==> config.mk <==
export PLATFORM = sky130hd
export DESIGN_NAME = tone_gen
export DESIGN_NICKNAME = d
export VERILOG_FILES = /design/src/rtl/tone_gen.sv
export SDC_FILE = /design/constraint.sdc
export NUM_CORES = 1
export LEC_CHECK = 0
export CORE_ASPECT_RATIO = 1.25
export CORE_MARGIN = 2
export CORE_UTILIZATION = 50
export DETAILED_ROUTE_END_ITERATION = 8
export HOLD_SLACK_MARGIN = 0.08
export PLACE_DENSITY_LB_ADDON = 0.12
export SETUP_SLACK_MARGIN = 0.3
export SLEW_MARGIN = 5
export SYNTH_ARGS = -nofsm -noshare
export SYNTH_HDL_FRONTEND = slang
export SYNTH_SLANG_ARGS = --single-unit
==> constraint.sdc <==
create_clock -name clk -period 4.1 [get_ports clk]
set_input_delay 0.82 -clock clk [delete_from_list [all_inputs] [get_ports clk]]
set_output_delay 0.82 -clock clk [all_outputs]
set_load 0.1 [all_outputs]
run_1/pdn.png
Drawn at 6 px/um. Pins as bars on the die edge.
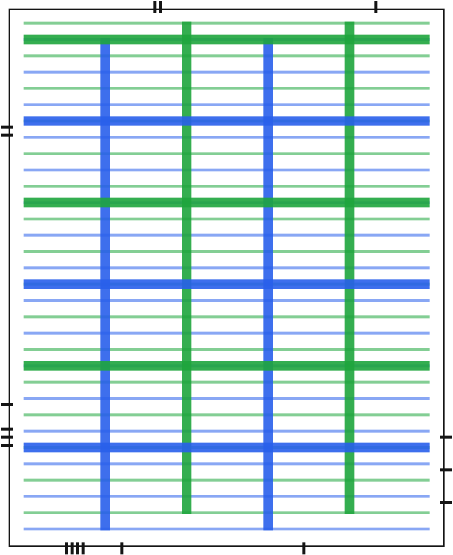
Green marks VDD. Blue marks VSS.
4 straps on met4. 6 straps on met5. The core has 31 rows. 18 signal pins sit on the boundary. 32 met1 rails follow the rows.
Die Span Y: 89.2 um
DIE WIDTH: 72.2 um

run_1/registers.png
Drawn at 4 px/um.
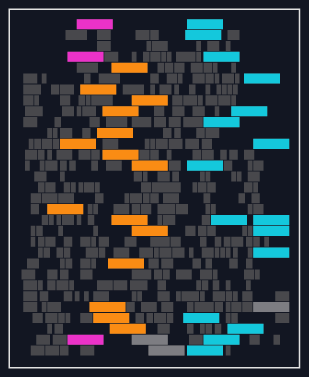
Orange marks half_q, flops 15. Magenta marks note_idx, flops 3. Cyan marks cnt_q, flops 16.
Reg area: 926 sq um
sequential share of cell area: 29.1%
post-layout util: 55.7%

run_1/drive_strength.png
Drawn at 3 px/um.
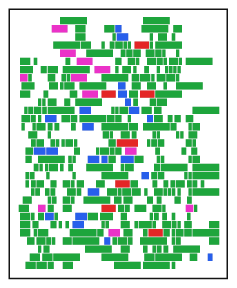
Red marks drive 6 and up, cells 7, share 2.0%. Magenta marks drive 3 to 4, cells 11, share 3.1%. Green marks drive 1 or less, cells 318, share 89%. Blue marks drive 2, cells 22, share 6.1%.
final worst slack: 0.683 ns
Synth-to-Final Area Change: 9.39%
Non-clk bufs: 20

==> impl_metrics.tcl, run 1 <==
# flow metrics
set metrics [dict create \
    status "completed" \
    drt_iter0_drc 176 \
    crit_required_ns 4.28 \
    busiest_layer "met2" \
    cts_sinks 37 \
    path_max_fanout 18 \
    ant_nets 0 \
    synth_flops 37 \
    p_total_w 0.00116 \
    p_comb_share_pct 33.3 \
    reg2reg_depth 10 \
    n_fill_cell 559 \
    hp-class "flop to flop" \
    slowest_delay_ns 0.53 \
    swShare_pct 36.7 \
    largest_reg_flops 16 \
    flops 37 \
    ios 18 \
    route.detailed.drc 0 \
    highest_layer "met4" \
    grt_pass1_wl_um 11700 \
    holdPathStages 1 \
    nClkBuffers 7 \
    logic_gates 276 \
    crit_chain "inv_1, ha_1, or4b_1, nor3_2, mux2i_1, a211oi_1, nand4b_1, o41a_1, a21o_2, mux2_4" \
    p_seq_share_pct 44.2 \
    dpl_cell_area_sq_um 3090 \
    slew_headroom_pct 35.6 \
    postSynthCellCount 347 \
    via_per_inst 6.21 \
    sh_comb_area_pct 57.5 \
    clock_latency_ns 0.29 \
    dr_total_vias 2633 \
    aoi_share_pct 19.0 \
    path_class "flop to flop" \
    grt_pass1_vias 2500 \
    postSynth.asyncResetShare_pct 100 \
    num-nonclk-inverters 18 \
    dp_slack_ns 0.489 \
    cp-start-kind "flop" \
    final-nonclk-buf-share_pct 5.91 \
    fp-utilization_pct 51.0 \
    wl_um 6750 \
    wl_met2_um 3400 \
    power.leakage_nw 1.34 \
    holdWs_ns 0.502 \
    grt_remaining_overflow 0 \
    yosysChipArea_sq_um 2910 \
    fin_skew_ns 0.00852 \
    edf_count 0 \
    tightest_slew_ns 0.963 \
    clockBufferDepth 2 \
    yosysTopAreaCellShare_pct 31.9 \
    rows 31 \
    clkCellAreaFrac_pct 2.72 \
    antenna_found_initial 0 \
    r2r_slack_ns 0.68 \
    seq_area_frac_synth_pct 31.9 \
    dp_hpwl_um 5050 \
    wl_per_cell_um 15.9 \
    chip_area_sq_um 6440 \
    dominant_cells "multi-input combinational cells" \
    max_freq_ghz 0.293 \
    rsz0062_at_grt "false" \
    h-tree-depth 2 \
    finalHoldViolations 0 \
    top_area_cell "dfrtp_1" \
    fin_crit_sh_pct 83.3 \
    syn_area_sq_um 2910 \
    synth.cellmix.xorXnorShare_pct 6.63 \
    maxCapViolations 0 \
    warnings 27 \
    cp_top_family "simple AND/OR/NAND/NOR gates" \
    mostFrequentLayoutCells "nand2_1, dfrtp_1, nor2_1" \
    pwr-share-clk_pct 22.5 \
    pwr_density_cell_nw_per_um2 365 \
    grtUsageMet1_pct 28.5 \
    grt_max_degree 38 \
    slew_viol_final 0 \
    crit_path_end_kind "flop" \
    p_seq_w 0.000513 \
    firstDrtPassIters 5 \
    mi_logic_area_sq_um 1830 \
    common_cells "nand2_1, dfrtp_1, nor2_1" \
    crit_buf_inv 1 \
    root_buffer "clkbuf_8" \
    setup_violations 0 \
    wl_met3_um 209 \
    gp_congestion 0.883 \
    yosys_cells 347 \
    drive_gt1_share_pct 11.2 \
    tap-cell-count 66 \
    tns_ns 0 \
    powerComb_w 0.000387 \
    dp_cells 417 \
    synth_nets 364 \
    p_sw_w 0.000427 \
    yosys_warnings 0 \
    grtUsageMet2_pct 39.9 \
    grt_use_met3_pct 2.37 \
    ys_sh_mux_pct 7.92 \
]
run_1/final_placement.png
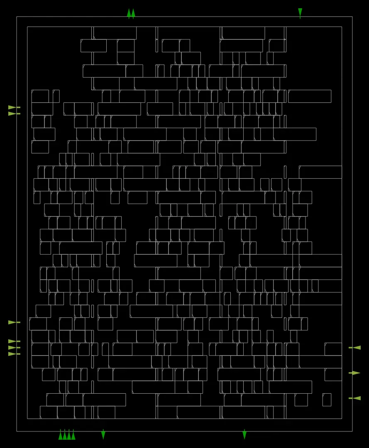

==> run 2: changes to the inputs <==
Clock period 4.1 ns to 3.3 ns, I/O delays scaled along.
run_2/final_placement.png
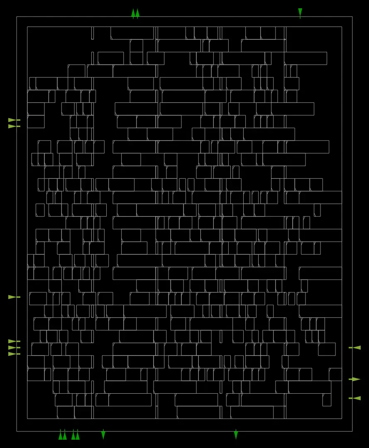
post-layout util: 60.4%
core area: 5700 sq um

==> run 2 against run 1 <==
Against the previous run:
- core utilization rose by 4.6 points
- area after synthesis did not move
- worst setup slack got worse by 0.45 ns
- die area did not move
- design area rose by 8.3%
- maximum frequency rose by 11%
- sequential share of layout area fell by 2.2 points
- power rose by 35%
- hold slack got worse by 0.050 ns
- first-iteration DRC count fell by 30%
- sequential power rose by 24%
- critical endpoint is now half_q[10]
- largest power group unchanged
==> impl_metrics.tcl, run 2 <==
# flow metrics
set metrics [dict create \
    rsz0062_at_grt "true" \
    max_freq_ghz 0.326 \
    grt_max_degree 38 \
    dp_hpwl_um 5150 \
    crit_chain "inv_2, ha_4, or4b_4, nor3_4, mux2i_1, a211oi_2, nand4b_1, o41a_1, a21o_4, buf_12, mux2_4" \
    edf_count 0 \
    dpl_cell_area_sq_um 3170 \
    yosys_warnings 0 \
    mi_logic_area_sq_um 1870 \
    grt_pass1_wl_um 11800 \
    ant_nets 0 \
    p_seq_share_pct 40.7 \
    tns_ns 0 \
    top_area_cell "dfrtp_1" \
    dp_slack_ns 0.0635 \
    p_comb_share_pct 33.1 \
    clockBufferDepth 2 \
    swShare_pct 35.3 \
    seq_area_frac_synth_pct 31.9 \
    power.leakage_nw 1.50 \
    busiest_layer "met2" \
    grtUsageMet1_pct 27.1 \
    crit_required_ns 3.48 \
    cp_top_family "simple AND/OR/NAND/NOR gates" \
    syn_to_final_growth_pct 18.5 \
    chip_area_sq_um 6440 \
    gp_congestion 0.842 \
    postSynth.asyncResetShare_pct 100 \
    via_per_inst 6.01 \
    syn_area_sq_um 2910 \
    dp_cells 427 \
    warnings 29 \
    pwr-share-clk_pct 26.3 \
    p_total_w 0.00157 \
    buffers 41 \
    wl_per_cell_um 16.0 \
    slew_viol_final 0 \
    route.detailed.drc 0 \
    wl_met3_um 149 \
    wl_met2_um 3820 \
    grt_use_met3_pct 2.03 \
    drive_gt1_share_pct 19.7 \
    antenna_found_initial 0 \
    synth_flops 37 \
    tap-cell-count 66 \
    powerComb_w 0.000518 \
    wl_um 7160 \
    grt_pass1_vias 2550 \
    dr_total_vias 2682 \
    crit_buf_inv 2 \
    path_class "flop to flop" \
    path_max_fanout 8 \
    rows 31 \
    cts_sinks 37 \
    status "completed" \
    r2r_slack_ns 0.23 \
    slew_headroom_pct 45.5 \
    mostFrequentLayoutCells "nand2_1, nor2_1, dfrtp_1" \
    grtUsageMet2_pct 43.8 \
    fin_crit_sh_pct 93.1 \
    ios 18 \
    postSynthCellCount 347 \
    holdWs_ns 0.451 \
    sh_comb_area_pct 54.4 \
    die_w_um 72.2 \
    pwr_density_cell_nw_per_um2 455 \
    nClkBuffers 6 \
    slowest_delay_ns 0.48 \
    worst_slack_ns 0.228 \
    synth_nets 364 \
    synth.cellmix.xorXnorShare_pct 6.63 \
    maxCapViolations 0 \
    grt_remaining_overflow 0 \
    yosysChipArea_sq_um 2910 \
    clkCellAreaFrac_pct 3.49 \
    n_fill_cell 494 \
]
run_2/registers.png
Drawn at 4 px/um.
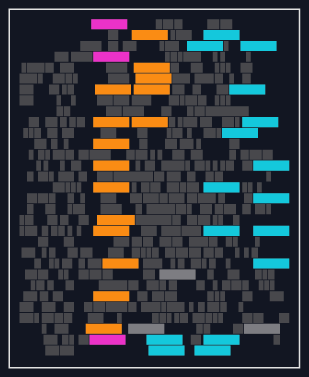
Magenta marks note_idx, flops 3. Cyan marks cnt_q, flops 16. Orange marks half_q, flops 15.
Another 3 sequential cells are not coloured.
Reg area: 927 sq um
sequential share of cell area: 26.9%
total sequential power: 0.000638 W

Power and IR drop assume default switching activity.
